Figure 1. Cell outlines without signal wires (run 1).
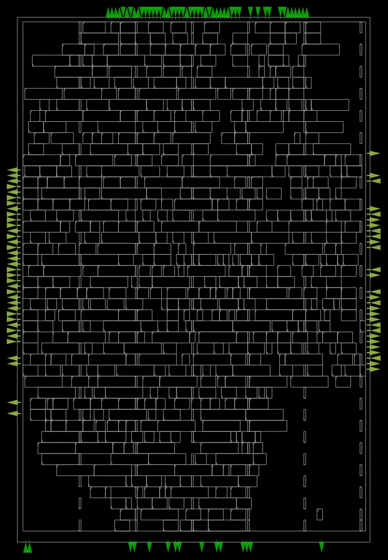
Figure 2. Where the registers sit (run 1).
Bar = 20 um.
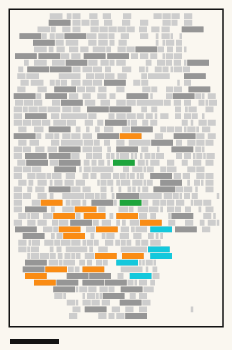
Figure 3. The metal 3 layer (run 1).
Bar = 20 um.
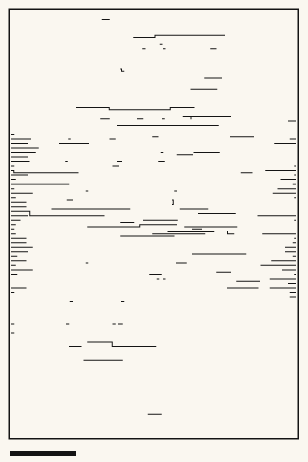
File: src/rtl/alu_seq_muldiv.sv
// alu_seq_muldiv: 16-bit shift-add multiply / restoring divide sequencer driving an external ALU; optional Abort input via SEQ_ABORT_EN.
module alu_seq_muldiv #(
  parameter int WIDTH = 16,
  parameter int CNT_W = 5
) (
  input  logic             clk,
  input  logic             rst_n,
`ifdef SEQ_ABORT_EN
  input  logic             abort,
`endif
  input  logic             start,
  input  logic             mode,
  input  logic [WIDTH-1:0] op_a,
  input  logic [WIDTH-1:0] op_b,
  output logic             busy,
  output logic             done,
  output logic [WIDTH-1:0] result_lo,
  output logic [WIDTH-1:0] result_hi,
  output logic             div_by_zero,
  output logic [WIDTH-1:0] alu_a,
  output logic [WIDTH-1:0] alu_b,
  output logic             alu_a_invert,
  output logic [3:0]       alu_op,
  input  logic [WIDTH-1:0] alu_result,
  input  logic             alu_carry_out,
  input  logic             alu_zero,
  input  logic             alu_overflow
);
  localparam logic [3:0] OP_ADD = 4'b0100;
  localparam logic [3:0] OP_SUB = 4'b1100;
  typedef enum logic [1:0] {IDLE, RUN, DONE} state_t;
  state_t state, state_d;
  logic [WIDTH-1:0] hi, lo, m, nxt_hi, nxt_lo;
  logic [CNT_W-1:0] cnt;
  logic mode_r, ge, abort_i, accept, div0, last, unused_flags;
`ifdef SEQ_ABORT_EN
  assign abort_i = abort;
`else
  assign abort_i = 1'b0;
`endif
  assign unused_flags = alu_zero ^ alu_overflow;
  assign busy = state == RUN;
  assign done = state == DONE;
  assign alu_a_invert = 1'b0;
  assign accept = state == IDLE && start;
  assign div0 = mode && op_b == '0;
  assign last = cnt == CNT_W'(WIDTH - 1);
  always_comb begin
    alu_a = '0;
    alu_b = '0;
    alu_op = OP_ADD;
    if (busy && mode_r) begin
      alu_a = {hi[WIDTH-2:0], lo[WIDTH-1]};
      alu_b = m;
      alu_op = OP_SUB;
    end else if (busy && lo[0]) begin
      alu_a = hi;
      alu_b = m;
    end
  end
  // R[15] set means the shifted remainder already exceeds any 16-bit divisor
  assign ge = hi[WIDTH-1] | alu_carry_out;
  assign nxt_hi = mode_r ? (ge ? alu_result : alu_a)
                         : (lo[0] ? {alu_carry_out, alu_result[WIDTH-1:1]} : {1'b0, hi[WIDTH-1:1]});
  assign nxt_lo = mode_r ? {lo[WIDTH-2:0], ge}
                         : {lo[0] ? alu_result[0] : hi[0], lo[WIDTH-1:1]};
  always_comb begin
    state_d = state;
    if (accept) state_d = div0 ? DONE : RUN;
    else if (busy) state_d = abort_i ? IDLE : (last ? DONE : RUN);
    else if (done) state_d = IDLE;
  end
  always_ff @(posedge clk or negedge rst_n)
    if (!rst_n) state <= IDLE;
    else state <= state_d;
  always_ff @(posedge clk or negedge rst_n) begin
    if (!rst_n) begin
      hi <= '0;
      lo <= '0;
      m <= '0;
      cnt <= '0;
      mode_r <= 1'b0;
      result_lo <= '0;
      result_hi <= '0;
      div_by_zero <= 1'b0;
    end else if (accept) begin
      mode_r <= mode;
      cnt <= '0;
      if (div0) begin
        result_lo <= '1;
        result_hi <= op_a;
        div_by_zero <= 1'b1;
      end else begin
        hi <= '0;
        lo <= mode ? op_a : op_b;
        m <= mode ? op_b : op_a;
        div_by_zero <= mode ? 1'b0 : div_by_zero;
      end
    end else if (busy && !abort_i) begin
      hi <= nxt_hi;
      lo <= nxt_lo;
      cnt <= cnt + CNT_W'(1);
      if (last) begin
        result_hi <= nxt_hi;
        result_lo <= nxt_lo;
      end
    end
  end
endmodule

File: config.mk
export PLATFORM = sky130hd
export DESIGN_NAME = alu_seq_muldiv
export DESIGN_NICKNAME = d
export VERILOG_FILES = /design/src/rtl/alu_seq_muldiv.sv
export SDC_FILE = /design/constraint.sdc
export NUM_CORES = 1
export LEC_CHECK = 0
export CAP_MARGIN = 25
export CORE_ASPECT_RATIO = 1.5
export CORE_MARGIN = 1
export CORE_UTILIZATION = 50
export CTS_CLUSTER_DIAMETER = 60
export DETAILED_ROUTE_END_ITERATION = 6
export PLACE_DENSITY = 0.83
export SYNTH_ARGS = -nofsm -noshare
export SYNTH_HDL_FRONTEND = slang
export SYNTH_SLANG_ARGS = --single-unit
File: constraint.sdc
create_clock -name clk -period 3.55 [get_ports clk]
set_input_delay 0.5325 -clock clk [delete_from_list [all_inputs] [get_ports clk]]
set_output_delay 0.5325 -clock clk [all_outputs]
set_load 0.005 [all_outputs]
==> results.yml, run 1 <==
# synthesis and place-and-route metrics
synthesis:
  ff_type: "dfrtp_1"
  synthArstFlopShare: 1.00
  synth_chip_area_um2: 5370
  area_leaders: "dfrtp_1, mux2_2, mux2i_1, mux2_4, a22o_1"
  ys.flops: 89
  top_area_frac: 0.414
  edf_count: 0
  synth_cell_types: 44
run:
  cap_violations: 0
setup_path:
  r2r_cells: 5
  critPathTopFamily: "flip-flops"
  start_kind: "register"
  crit_chain: "nor2_1 > nor2_1 > buf_4 > and2_1 > clkdlybuf4s50_1"
  crit_top_cell: "nor2_1"
  critPathKind: "register to output pin"
final_layout:
  clock_area_frac: 0.0519
  drive_above_1_share: 0.187
  comb_cells: 333
grt:
  grt_pass1_wl_um: 22500
  grt_overflow: 0
power_and_ir_drop:
  irDropWorstVdd_v: 0.000442
sta:
  fin_setup_tns_ns: 0
  min_period_over_period: 0.777
  tightest_slew_ns: 0.906
clock_tree:
  clock-sinks: 89
  clk_transition_reported_paths_ns: 0.06
  htreeDepth: 3
  cts-root-buf: "clkbuf_16"
  post_cts_buffers: 0
  cts_buffers: 9
die:
  fp_util: 0.510
  die_h_um: 129
drt:
  wl_met1_um: 5840
  post_drt_wl_per_cell_um: 18.9
  ant_nets: 0
placement:
  place.gp.congestion: 0.902
  placed_area_um2: 6660
outcome:
  status: "finished, final reports clean"
Notes on Figure 1 above:
Final Non-Filler Cells: 753
cell row count: 46
fill cell count: 793
Util after Layout: 0.666
# Taps: 144

Notes on Figure 2 above:
- orange: `lo` (flops 16)
- green: `state` (flops 2)
- cyan: `cnt` (flops 5)
- not coloured: 66
P_seq: 0.00193 W
Reg area: 2230 um2
fraction of area in registers: 0.317

Notes on Figure 3 above:
- longest straight run: 30.4 um
- main direction: horizontal
- share of all routed wire: 4.9%

## run 1: flip-flops by register name, indices dropped and copies added (netlist names)
register     count
cnt              5
div_by_zero      1
hi              16
lo              16
m               16
mode_r           1
result_hi       16
result_lo       16
state            2
## run 1: logic make-up (layout without fill, tap and decap cells)
kind of cell             Yosys count  after routing  share of synthesized area
AND-OR/OR-AND                    110            110                      0.153
XOR/XNOR                           3              3                    0.00489
AND/OR/NAND/NOR                   86             86                     0.0871
flip-flops                        89             89                      0.414
multiplexers                     125            125                      0.259
adder cells (fa/ha/maj)            5              5                     0.0116
other                              2              4                    0.00140
buffers and inverters             77            187                     0.0687
## run 1: layout by cell type, fill, tap and decap left out, types with 3 or more instances in the layout
| cell | synthesis | layout |
|---|---|---|
| clkdlybuf4s50_1 | 0 | 119 |
| dfrtp_1 | 89 | 88 |
| mux2_2 | 61 | 61 |
| mux2i_1 | 43 | 43 |
| inv_1 | 31 | 31 |
| nor2_1 | 29 | 29 |
| buf_4 | 7 | 20 |
| and2_1 | 18 | 18 |
| a21oi_1 | 17 | 17 |
| a22oi_1 | 16 | 16 |
| a211oi_1 | 16 | 16 |
| nor2b_1 | 15 | 15 |
| o211ai_1 | 15 | 15 |
| o221ai_1 | 15 | 15 |
| a22o_1 | 15 | 15 |
| mux2_1 | 11 | 11 |
| mux2_4 | 10 | 10 |
| clkbuf_16 | 0 | 9 |
| nand2_1 | 7 | 7 |
| nand4_1 | 6 | 6 |
| o21a_1 | 6 | 6 |
| ha_1 | 5 | 5 |
| o21ai_0 | 4 | 4 |
| conb_1 | 2 | 4 |
| nand3_1 | 3 | 3 |
| clkbuf_8 | 0 | 3 |
| bufinv_16 | 0 | 3 |
==> inputs of run 2 (changes only) <==
- clock period: 3.55 -> 2.54 ns (I/O delays scaled with it)
Figure 4. Cell outlines without signal wires (run 2).
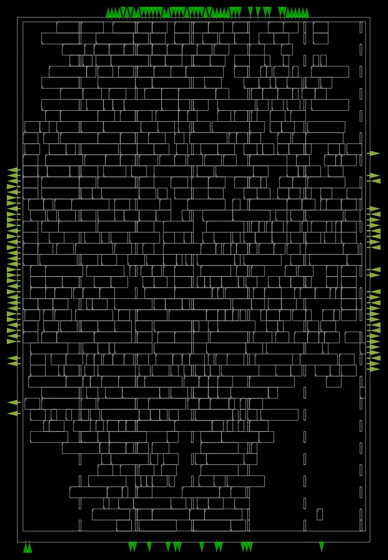
fraction of area in registers: 0.314
Core Region: 10,500 um2
fill cell count: 789

Figure 5. The metal 3 layer (run 2).
Bar = 20 um.
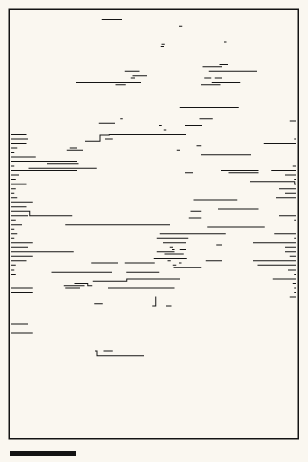
- nets with wire on the layer: 113
- longest straight run: 31.3 um
- main direction: horizontal
- wire length on this layer: 804 um
vias: 4,462
routed wire length: 14,800 um
met3 usage: 0.0398

==> results.yml, run 2 <==
# synthesis and place-and-route metrics
clock_tree:
  clock-sinks: 89
  cts_buffers: 9
  cts-root-buf: "clkbuf_16"
  htreeDepth: 3
  clk_transition_reported_paths_ns: 0.06
  post_cts_buffers: 0
final_layout:
  final_cell_mix: "clkdlybuf4s50_1, dfrtp_1, mux2_2"
  stdcell_count: 759
  drive_above_1_share: 0.198
placement:
  place.gp.congestion: 0.898
drt:
  post_drt_wl_per_cell_um: 19.5
  ant_nets: 0
setup_path:
  r2r_cells: 8
  crit_chain: "inv_2 > ha_2 > inv_6 > nor2_4 > buf_4 > and2_1 > clkdlybuf4s50_1"
  critPathKind: "register to output pin"
  start_kind: "register"
power_and_ir_drop:
  irDropWorstVdd_v: 0.000686
synthesis:
  top_area_frac: 0.414
  synth_chip_area_um2: 5370
  ff_type: "dfrtp_1"
  ys.flops: 89
die:
  num_rows: 46
  fp_util: 0.510
  die_h_um: 129
run:
  cap_violations: 0
grt:
  grt_overflow: 0
outcome:
  status: "finished, final reports clean"
Figure 6. Placed cells, one colour a class (run 2).
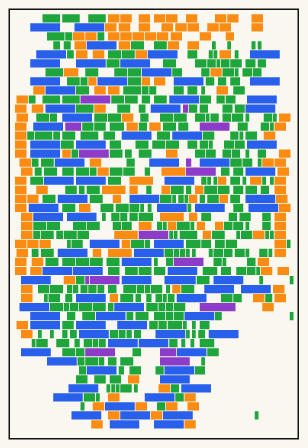
- blue: sequential cells (cells 89)
- orange: remaining buffers and delay cells (cells 146)
- purple: clock drivers and dummy loads (cells 15)
- green: combinational and other logic (cells 365)

[run 2: layer usage]
layer / GRT usage / vias up / wire length (um)
li1: - / 2030 / -
met1: 0.344 / 2221 / 5890
met2: 0.471 / 182 / 7730
met3: 0.0398 / 29 / 804
met4: 0.110 / 0 / 345
met5: 0 / - / 0
[run 2: logic make-up after synthesis]
family,synth area share
AOI/OAI and AO/OA,0.153
xor gates and xnor gates,0.00489
adders and majority gates,0.0116
buffers and inverters,0.0687
DFF,0.414
muxes,0.259
other,0.00140
and+or+nand+nor,0.0871
[run 2: area by class of cell]
type	count	area, um2	share of cell area
multi-input cells	333	2800	0.394
flip-flops and latches	89	2230	0.314
repair buffers	146	1480	0.208
clock buffers	12	256	0.0361
well taps	144	180	0.0254
inverters	32	125	0.0176
clock inverters	3	40.0	0.00564
[run 2: power breakdown]
part,switching [W],internal (W)
sequential,0.000534,0.00211
combinational,0.00198,0.00262
clock,0.000523,0.000807
total,0.00304,0.00553
[run 2: per-stage QoR]
step	util	setup WS (ns)	hold slack [ns]	cell area, um2
5_1_grt	0.674	-0.0184	0.0618	7100
6_report	0.674	0.0547	0.0247	7100
3_5_place_dp	0.643	0.115	0.398	6770
4_1_cts	0.672	0.0142	0.0435	7070
2_1_floorplan	-	0.458	0.0854	5380
3_3_place_gp	0.643	0.151	0.385	6770
[run 2: worst max path at each step]
stage                        end  slack [ns]  startpoint
floorplan              alu_b[10]        0.46    state[1]
global placement    result_hi[7]        0.15    op_b[11]
detailed placement  result_hi[7]        0.11    op_b[14]
CTS                     alu_b[0]        0.01    state[1]
global route           alu_b[13]       -0.02    state[1]
finish                 alu_b[13]        0.05    state[1]
Power figures rest on the tool's default switching activity, not on a simulated workload.
